Figure 1. Placed standard cells (run 1).
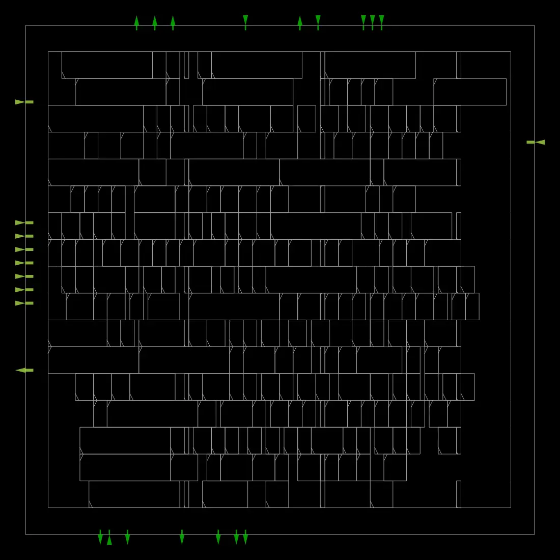
Figure 2. Drive-strength map (run 1).
Drawn at 6 px/um.
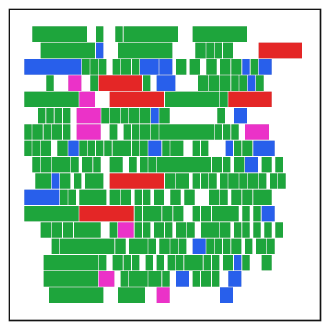
Figure 3. Sequential cells coloured by netlist name (run 1).
Drawn at 8 px/um.
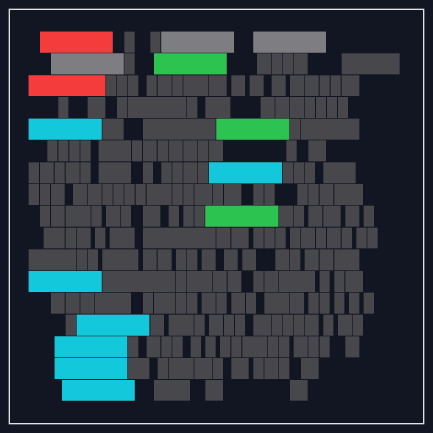
==> config.mk <==
export PLATFORM = sky130hd
export DESIGN_NAME = stopwatch_counter_p
export DESIGN_NICKNAME = d
export VERILOG_FILES = /design/src/rtl/stopwatch_pkg.sv /design/src/rtl/stopwatch_step.sv /design/src/rtl/stopwatch_counter_p.sv
export SDC_FILE = /design/constraint.sdc
export NUM_CORES = 1
export LEC_CHECK = 0
export ABC_AREA = 1
export CORE_MARGIN = 2
export CORE_UTILIZATION = 65
export CTS_BUF_LIST = sky130_fd_sc_hd__clkbuf_16
export DETAILED_ROUTE_END_ITERATION = 8
export DONT_BUFFER_PORTS = 1
export GPL_TIMING_DRIVEN = 1
export HOLD_SLACK_MARGIN = 0.15
export PLACE_DENSITY = 0.84
export SKIP_CTS_REPAIR_TIMING = 1
export SYNTH_ARGS = -nofsm -noshare
export SYNTH_HDL_FRONTEND = slang
export SYNTH_SLANG_ARGS = --single-unit
==> constraint.sdc <==
create_clock -name clk -period 3 [get_ports clk]
set_input_delay 0.9 -clock clk [delete_from_list [all_inputs] [get_ports clk]]
set_output_delay 0.9 -clock clk [all_outputs]
set_load 0.05 [all_outputs]
==> run_summary.xml <==
<?xml version="1.0" encoding="UTF-8"?>
<metrics>
  <group name="drt">
    <metric name="final_antenna_net_count" unit="">0</metric>
    <metric name="drc" unit="">0</metric>
    <metric name="detail_route.wirelength" unit="um">3540</metric>
  </group>
  <group name="logic_synthesis">
    <metric name="synthMostInstantiatedCell" unit="">nand2_1</metric>
    <metric name="yosys.stat.seqShare" unit="%">25.6</metric>
    <metric name="synth_cell_type_count" unit="">31</metric>
    <metric name="yosys-top-cells-area" unit="">dfrtp_1 (24%), nand2_1 (17%), nand3_1 (8.5%)</metric>
    <metric name="yosys.area.top_type" unit="">dfrtp_1</metric>
    <metric name="count_of_mapped_cells_out_of_synthesis" unit="">225</metric>
    <metric name="synthesis_warning_total" unit="">0</metric>
    <metric name="yosys-stat-area" unit="mm^2">0.00147</metric>
  </group>
  <group name="setup_path">
    <metric name="worstPathRequired" unit="ps">3140</metric>
    <metric name="setup_slack_of_the_most_critical_reg_to_reg_path" unit="ps">520</metric>
    <metric name="critical_path_buf_inv_count" unit="">2</metric>
    <metric name="critical_path_class" unit="">reg -&gt; reg</metric>
    <metric name="critical_path.max_fanout" unit="">6</metric>
    <metric name="critical-path-max-stage-delay" unit="ps">580</metric>
    <metric name="worstSetupStartpointType" unit="">register</metric>
    <metric name="nature_of_the_critical_path_endpoint" unit="">register</metric>
    <metric name="worst_ep_arrival_time" unit="ps">2620</metric>
    <metric name="worstPathCellList" unit="">ha_1 &gt; inv_1 &gt; nand2_2 &gt; nand2_1 &gt; inv_1 &gt; ha_1 &gt; nand3_1 &gt; nand3_2 &gt; nand2_4 &gt; nand2_1 &gt; nand3_1 &gt; nand2_1 &gt; nand2_1 &gt; nand2_1 &gt; nand2_1 &gt; nand2_1</metric>
  </group>
  <group name="cts">
    <metric name="cts_num_sinks" unit="">15</metric>
    <metric name="path_clk_slew" unit="ps">50</metric>
    <metric name="root_buffer" unit="">clkbuf_16</metric>
    <metric name="clock_insertion_delay_worst_skew" unit="ps">240</metric>
  </group>
  <group name="timing">
    <metric name="finalSetupTns" unit="ps">0</metric>
    <metric name="fin_hold_viols" unit="">0</metric>
    <metric name="clock.fmax" unit="GHz">0.404</metric>
    <metric name="fin_crit" unit="ps">2480</metric>
    <metric name="slew-limit-headroom" unit="%">48.0</metric>
    <metric name="worstMarginPinSlew" unit="ps">779</metric>
  </group>
  <group name="placement">
    <metric name="place_congestion" unit="">0.940</metric>
    <metric name="pre_cts_ws" unit="ps">569</metric>
    <metric name="place.port_buffers" unit="">0</metric>
  </group>
  <group name="job">
    <metric name="drv_cap" unit="">0</metric>
    <metric name="number_of_warnings_in_the_stage_logs" unit="">28</metric>
  </group>
  <group name="global_route">
    <metric name="grt_pass1_vias" unit="">1412</metric>
    <metric name="global_route_wire_length_before_repair" unit="um">5950</metric>
  </group>
  <group name="die">
    <metric name="dieHeight" unit="um">51.6</metric>
  </group>
  <group name="power">
    <metric name="power.density" unit="mW/mm^2">803</metric>
    <metric name="total_leakage_power" unit="nW">0.816</metric>
  </group>
  <group name="cells_and_area">
    <metric name="area.growth.synth_to_final" unit="%">7.47</metric>
  </group>
  <group name="run_status">
    <metric name="status" unit="">finished, final reports clean</metric>
  </group>
</metrics>
Back to the opening pictures, Figure 1:
flop count: 15
Core Rows: 17
Core Area: 0.00217 mm^2
Final Non-Filler Cells: 257
filler cell count in the final layout: 172

Back to the opening pictures, Figure 2:
drive 6 and up: marked red, cells 6, most used clkbuf_16. drive 2: marked blue, cells 23, most used inv_2. drive 1 or less: marked green, cells 192, most used nand2_1. drive 3 to 4: marked magenta, cells 8.
final setup margin: 522 ps
Finished Cell Area: 0.00158 mm^2
buffer count excluding the clock tree in the final layout: 3

Back to the opening pictures, Figure 3:
mode: marked red, flops 2. count: marked cyan, flops 7. state: marked green, flops 3.
Another 3 sequential cells are not coloured.
sequential cell power: 0.386 mW
Seq. cell area: 377 um^2
fraction of area in registers: 23.8%

## run 1: metal layers
| metal | wire, um | up-vias | part of all wire, % | track usage [%] |
|---|---|---|---|---|
| met5 | 0 | - | 0 | 0 |
| li1 | - | 730 | - | - |
| met2 | 1690 | 64 | 48 | 50.4 |
| met3 | 257 | 11 | 7.3 | 5.46 |
| met4 | 97 | 0 | 2.7 | 14.5 |
| met1 | 1490 | 700 | 42 | 36.9 |
## run 1: logic make-up (layout without fill, tap and decap cells)
logic type / Yosys count / count (layout) / synth area share, %
compound gates: 30 / 30 / 12.0
xor+xnor: 8 / 8 / 4.75
fa+ha+maj: 4 / 4 / 3.40
buf+inv: 37 / 41 / 10.9
flops: 15 / 15 / 25.6
simple gates: 131 / 131 / 43.5
## run 1: layout by cell type (no fill, tap or decap), types with 4 or more instances in the layout
cell      n
nor3_1    6
o21ai_0   9
xor2_1    7
nand2_2   6
a21oi_1  11
nor2_1   14
inv_2     7
nand3_1  25
inv_1    25
o21ai_1   4
nand2_1  66
ha_1      4
dfrtp_1  14
nor2_2    4
## run 1: stage by stage
step	cell area, um^2	std cells
4_1_cts	1580	257
3_3_place_gp	1500	253
3_5_place_dp	1500	253
6_report	1580	257
5_1_grt	1580	257
2_1_floorplan	1470	225
## run 1: cell type report
class | count | area share, %
Multi-Input combinational cell | 173 | 59.2
Sequential cell | 15 | 23.8
Inverter | 34 | 8.37
Clock buffer | 3 | 4.74
Tap cell | 28 | 2.21
Timing Repair Buffer | 3 | 1.42
Clock inverter | 1 | 0.316
## run 1: where the power goes
| part | switching [mW] | total (mW) | internal, mW |
|---|---|---|---|
| sequential | 0.143 | 0.386 | 0.243 |
| clock | 0.0819 | 0.260 | 0.178 |
| combinational | 0.421 | 0.625 | 0.205 |
Power figures rest on the tool's default switching activity, not on a simulated workload.
